<file path="config.mk">
export PLATFORM = sky130hd
export DESIGN_NAME = e1_tx_buf_fetch
export DESIGN_NICKNAME = d
export VERILOG_FILES = /design/src/rtl/e1_tx_buf_fetch_pkg.sv /design/src/rtl/e1_tx_buf_fetch.sv
export SDC_FILE = /design/constraint.sdc
export NUM_CORES = 1
export LEC_CHECK = 0
export CAP_MARGIN = 20
export CORE_MARGIN = 3
export CORE_UTILIZATION = 53
export CTS_CLUSTER_DIAMETER = 100
export DETAILED_ROUTE_END_ITERATION = 8
export HOLD_SLACK_MARGIN = 0.05
export PLACE_DENSITY = 0.85
export SYNTH_ARGS = -nofsm -noshare
export SYNTH_HDL_FRONTEND = slang
export SYNTH_SLANG_ARGS = --single-unit
</file>
<file path="constraint.sdc">
create_clock -name clk -period 3.5 [get_ports clk]
set_clock_uncertainty 0.1 [all_clocks]
set_input_delay 0.525 -clock clk [delete_from_list [all_inputs] [get_ports clk]]
set_output_delay 0.525 -clock clk [all_outputs]
set_load 0.005 [all_outputs]
</file>
<file path="src/rtl/e1_tx_buf_fetch_pkg.sv">
// Shared E1 buffer definitions: fetch FSM encoding and the buffer RAM address layout
// {mf, frame, ts}, also used by the RX buffer writer and the wishbone buffer port.
package e1_tx_buf_fetch_pkg;

  typedef enum logic [1:0] {
    ST_IDLE  = 2'd0,
    ST_REQ   = 2'd1,
    ST_WAIT  = 2'd2,
    ST_VALID = 2'd3
  } e1_buf_state_t;

  localparam int E1_TS_W    = 5;
  localparam int E1_FRAME_W = 4;

  function automatic int buf_aw(input int mfw);
    return mfw + E1_FRAME_W + E1_TS_W;
  endfunction

  // Low part of the buffer word address; the multiframe index sits above it.
  function automatic logic [E1_FRAME_W+E1_TS_W-1:0] buf_addr_lo(
      input logic [E1_FRAME_W-1:0] frame, input logic [E1_TS_W-1:0] ts);
    return {frame, ts};
  endfunction

endpackage

</file>
<file path="src/rtl/e1_tx_buf_fetch.sv">
// TX buffer fetcher: turns per-timeslot read strobes into arbiter requests, returns the
// byte with a ready flag, shows an idle byte while disabled and counts late strobes.
module e1_tx_buf_fetch
  import e1_tx_buf_fetch_pkg::*;
#(
  parameter int         MFW       = 7,
  parameter logic [7:0] IDLE_BYTE = 8'hFF
) (
  input  logic                     clk,
  input  logic                     rst,
  output logic [7:0]               buf_tx_data,
  input  logic [4:0]               buf_tx_ts,
  input  logic [3:0]               buf_tx_frame,
  input  logic [MFW-1:0]           buf_tx_mf,
  input  logic                     buf_tx_re,
  output logic                     buf_tx_rdy,
  output logic [buf_aw(MFW)-1:0]   mem_addr,
  output logic                     mem_req,
  input  logic                     mem_ack,
  input  logic [7:0]               mem_rdata,
  input  logic                     ctrl_ena,
  input  logic                     stat_late_clr,
  output logic                     stat_late,
  output logic [7:0]               stat_late_cnt
);

  localparam int AW = buf_aw(MFW);

  e1_buf_state_t  state_q, state_d;
  logic [AW-1:0]  addr_q, addr_d;
  logic [AW-1:0]  shadow_q, shadow_d;
  logic           pend_q, pend_d;
  logic           disc_q, disc_d;
  logic           req_q, req_d;
  logic [7:0]     data_q, data_d;
  logic           rdy_q, rdy_d;
  logic           late_q, late_d;
  logic [7:0]     cnt_q, cnt_d;
  logic [AW-1:0]  strobe_addr;

  assign strobe_addr = {buf_tx_mf, buf_addr_lo(buf_tx_frame, buf_tx_ts)};

  always_comb begin
    state_d  = state_q;
    addr_d   = addr_q;
    shadow_d = shadow_q;
    pend_d   = pend_q;
    disc_d   = disc_q;
    data_d   = data_q;
    late_d   = ctrl_ena && buf_tx_re && (state_q == ST_REQ || state_q == ST_WAIT);
    cnt_d    = cnt_q;

    unique case (state_q)
      ST_IDLE, ST_VALID: begin
        if (ctrl_ena && buf_tx_re) begin
          addr_d  = strobe_addr;
          disc_d  = 1'b0;
          state_d = ST_REQ;
        end else if (!ctrl_ena) begin
          state_d = ST_IDLE;
        end
      end
      ST_REQ: begin
        if (late_d) begin
          shadow_d = strobe_addr;
          pend_d   = 1'b1;
        end
        if (mem_ack) state_d = ST_WAIT;
      end
      ST_WAIT: begin
        // A strobe landing here supersedes both the returning byte and any shadow address.
        if (late_d) begin
          addr_d  = strobe_addr;
          pend_d  = 1'b0;
          disc_d  = 1'b0;
          state_d = ST_REQ;
        end else if (ctrl_ena && pend_q) begin
          addr_d  = shadow_q;
          pend_d  = 1'b0;
          disc_d  = 1'b0;
          state_d = ST_REQ;
        end else if (ctrl_ena && !disc_q) begin
          state_d = ST_VALID;
        end else begin
          state_d = ST_IDLE;
        end
      end
      default: state_d = ST_IDLE;
    endcase

    // Data fetched for a request issued before a disable is never presented.
    if (!ctrl_ena) begin
      pend_d = 1'b0;
      disc_d = 1'b1;
    end

    req_d = (state_d == ST_REQ);

    if (!ctrl_ena) begin
      data_d = IDLE_BYTE;
      rdy_d  = 1'b1;
    end else begin
      rdy_d = (state_d == ST_VALID);
      if (state_q == ST_WAIT && state_d == ST_VALID) data_d = mem_rdata;
    end

    if (stat_late_clr)                   cnt_d = 8'd0;
    else if (late_d && cnt_q != 8'hFF)   cnt_d = cnt_q + 8'd1;
  end

  always_ff @(posedge clk or posedge rst) begin
    if (rst) begin
      state_q  <= ST_IDLE;
      addr_q   <= '0;
      shadow_q <= '0;
      pend_q   <= 1'b0;
      disc_q   <= 1'b0;
      req_q    <= 1'b0;
      data_q   <= IDLE_BYTE;
      rdy_q    <= 1'b0;
      late_q   <= 1'b0;
      cnt_q    <= 8'd0;
    end else begin
      state_q  <= state_d;
      addr_q   <= addr_d;
      shadow_q <= shadow_d;
      pend_q   <= pend_d;
      disc_q   <= disc_d;
      req_q    <= req_d;
      data_q   <= data_d;
      rdy_q    <= rdy_d;
      late_q   <= late_d;
      cnt_q    <= cnt_d;
    end
  end

  assign buf_tx_data   = data_q;
  assign buf_tx_rdy    = rdy_q;
  assign mem_addr      = addr_q;
  assign mem_req       = req_q;
  assign stat_late     = late_q;
  assign stat_late_cnt = cnt_q;

endmodule

</file>
Figure 1. M1 wires.
Supply wires on this layer in gray.
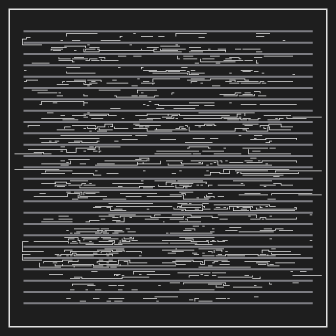
longest straight run	17.0 µm
nets with wire on the layer	279
main direction	horizontal

Figure 2. The metal 2 layer.
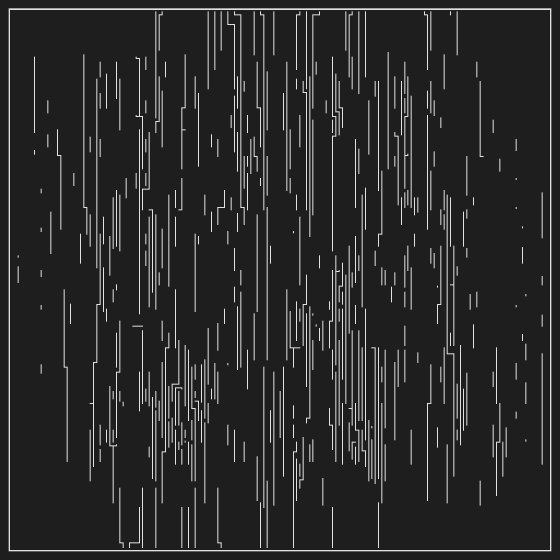
share of all routed wire	49%
main direction	vertical
wire length on this layer	2400 µm
longest straight run	27.4 µm

Figure 3. Met3 routing.
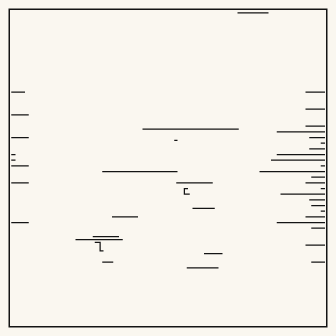
share of all routed wire	5.2%
nets with wire on the layer	41
met3 usage: 0.0409
WL final: 4890 µm
DR vias: 1804

==> changes_impl.md <==
### Physical design

- Clock Sink Count: 55
- DRC Markers: 0
- Largest net degree at the start of global routing: 40
- Top Consumer: sequential cells
- Comb area: 1110 µm²
- CTS H-tree lvls: 2
- Proportion of layout cells with a drive suffix above 1: 0.151
- Latency at later pin: 0.30 ns
- Clock power frac: 0.218
- Count of final setup violators: 0
- Crit-path max FO: 16
- Kind of cell adding the most delay to the critical path: buffers and inverters
- Finished Cell Area: 3360 µm²
- Sw Share: 0.254
- DP Worst Slack: 0.784 ns
- Outcome: completed
- Pre-Place Util: 0.570
- Buf/Inv on CP: 2
- Gr usage total: 0.183
- Post-synthesis chip area from yosys: 2580 µm²
- Max-slew headroom: 0.661
- Post-synth EDFFs: 0
- PnR worst setup slack: 1.09 ns
- First-pass GRT wire length: 8100 µm
- LEAKAGE: 1.51 nW
- Most frequent cell after synthesis: dfrtp_1
- Sequential power: 0.000857 W
- Vias in the first global route: 1802
- Detailed Route Iter0 Violations: 53
- Antenna Diode Count: 0
- Netlist Area Pre-Place: 2580 µm²
- Die area: 5750 µm²
- I/O pin cnt: 65
- Yosys simple share: 0.139
- Fmax: 0.415 GHz
- Critical-path cell list: clkdlybuf4s50_1 -> buf_4 -> nand3b_1 -> nand2_2 -> mux2i_1 -> o21ai_0
- Reg clk slew, reported paths: 0.09 ns
- Seq pwr share: 0.533
- Pwr/cell area: 479 nW/µm²
- CTS Root Cell: clkbuf_8
- Sequential Area: 1390 µm²
- Dominant register cell: dfrtp_1
- Int Power: 0.00120 W
- Synth Seq Share: 0.536
- Flops & latches, synth: 55
- Crit path depth: 6
- Cells after DPL: 342
- Post-DRT Antenna Nets: 0
- Top cells, area: dfrtp_1, mux2i_1, dfstp_2, mux2_2, nor2b_1
- Xor+xnor area frac: 0.0102
- FP Rows: 24
- Critical Path RT: 3.57 ns
- Critical path class: in2reg
- Initial antenna violation count: 0
- Die Y: 75.8 µm
- Syn_nets: 254
- Final Cycle Share: 0.689
- Max-Cap Viols: 0
- Worst hold stages: 2
- Comb area leader: multiplexers
- Layout Cells excl Fill: 350
- Arr. time, crit path: 2.48 ns
- Port bufs: 64
- Comb. pwr: 0.000400 W
- DP Area: 3260 µm²
- Setup TNS: 0 ns
-- registers in the layout (all words and copies together) (netlist names) --
| name | count |
|---|---|
| disc_q | 1 |
| stat_late | 1 |
| stat_late_cnt | 8 |
| buf_tx_rdy | 1 |
| mem_addr | 16 |
| shadow_q | 16 |
| buf_tx_data | 8 |
| pend_q | 1 |
| mem_req | 1 |
| state_q | 2 |
-- cell usage in the layout, fill, tap and decap left out, types with 2 or more instances in the layout --
cell,n
nand3b_1,3
nand3_1,2
o211ai_1,3
a21boi_0,3
buf_4,3
a21oi_1,4
nor3b_1,2
nand2b_1,3
nor2_1,5
nor2b_1,17
and4_1,2
a31oi_1,2
clkbuf_8,6
clkdlybuf4s50_1,64
mux2_2,17
xor2_1,2
o21a_1,2
nand2_1,19
o21ai_0,18
dfstp_2,8
mux2i_1,25
ha_1,3
and4b_1,2
inv_1,5
dfrtp_1,47
or3_1,2
-- per-layer routing --
layer | vias to the layer above | share of wire | track usage
met3 | 5 | 0.052 | 0.0409
met2 | 56 | 0.49 | 0.313
met5 | - | 0 | 0
met4 | 0 | 0.0078 | 0.0447
met1 | 844 | 0.45 | 0.236
li1 | 899 | - | -
-- worst paths after layout --
kind                             start             end  slack, ns
max                           ctrl_ena     mem_addr[4]       1.09
min                        mem_addr[9]     mem_addr[9]       0.38
max reg2reg                 state_q[0]  buf_tx_data[5]       1.25
min reg2reg                mem_addr[9]     mem_addr[9]       0.38
max in group asynchronous          rst  buf_tx_data[4]       2.08
min in group asynchronous          rst      buf_tx_rdy       0.40
-- layout make-up --
cell class              instances  area share
flip-flops and latches         55       0.413
multi-input cells             149       0.330
repair buffers                 67       0.198
clock buffers                   7      0.0257
well taps                      65      0.0242
inverters                       6     0.00671
clock inverters                 1     0.00261
Power is estimated from default activity; no workload was simulated.
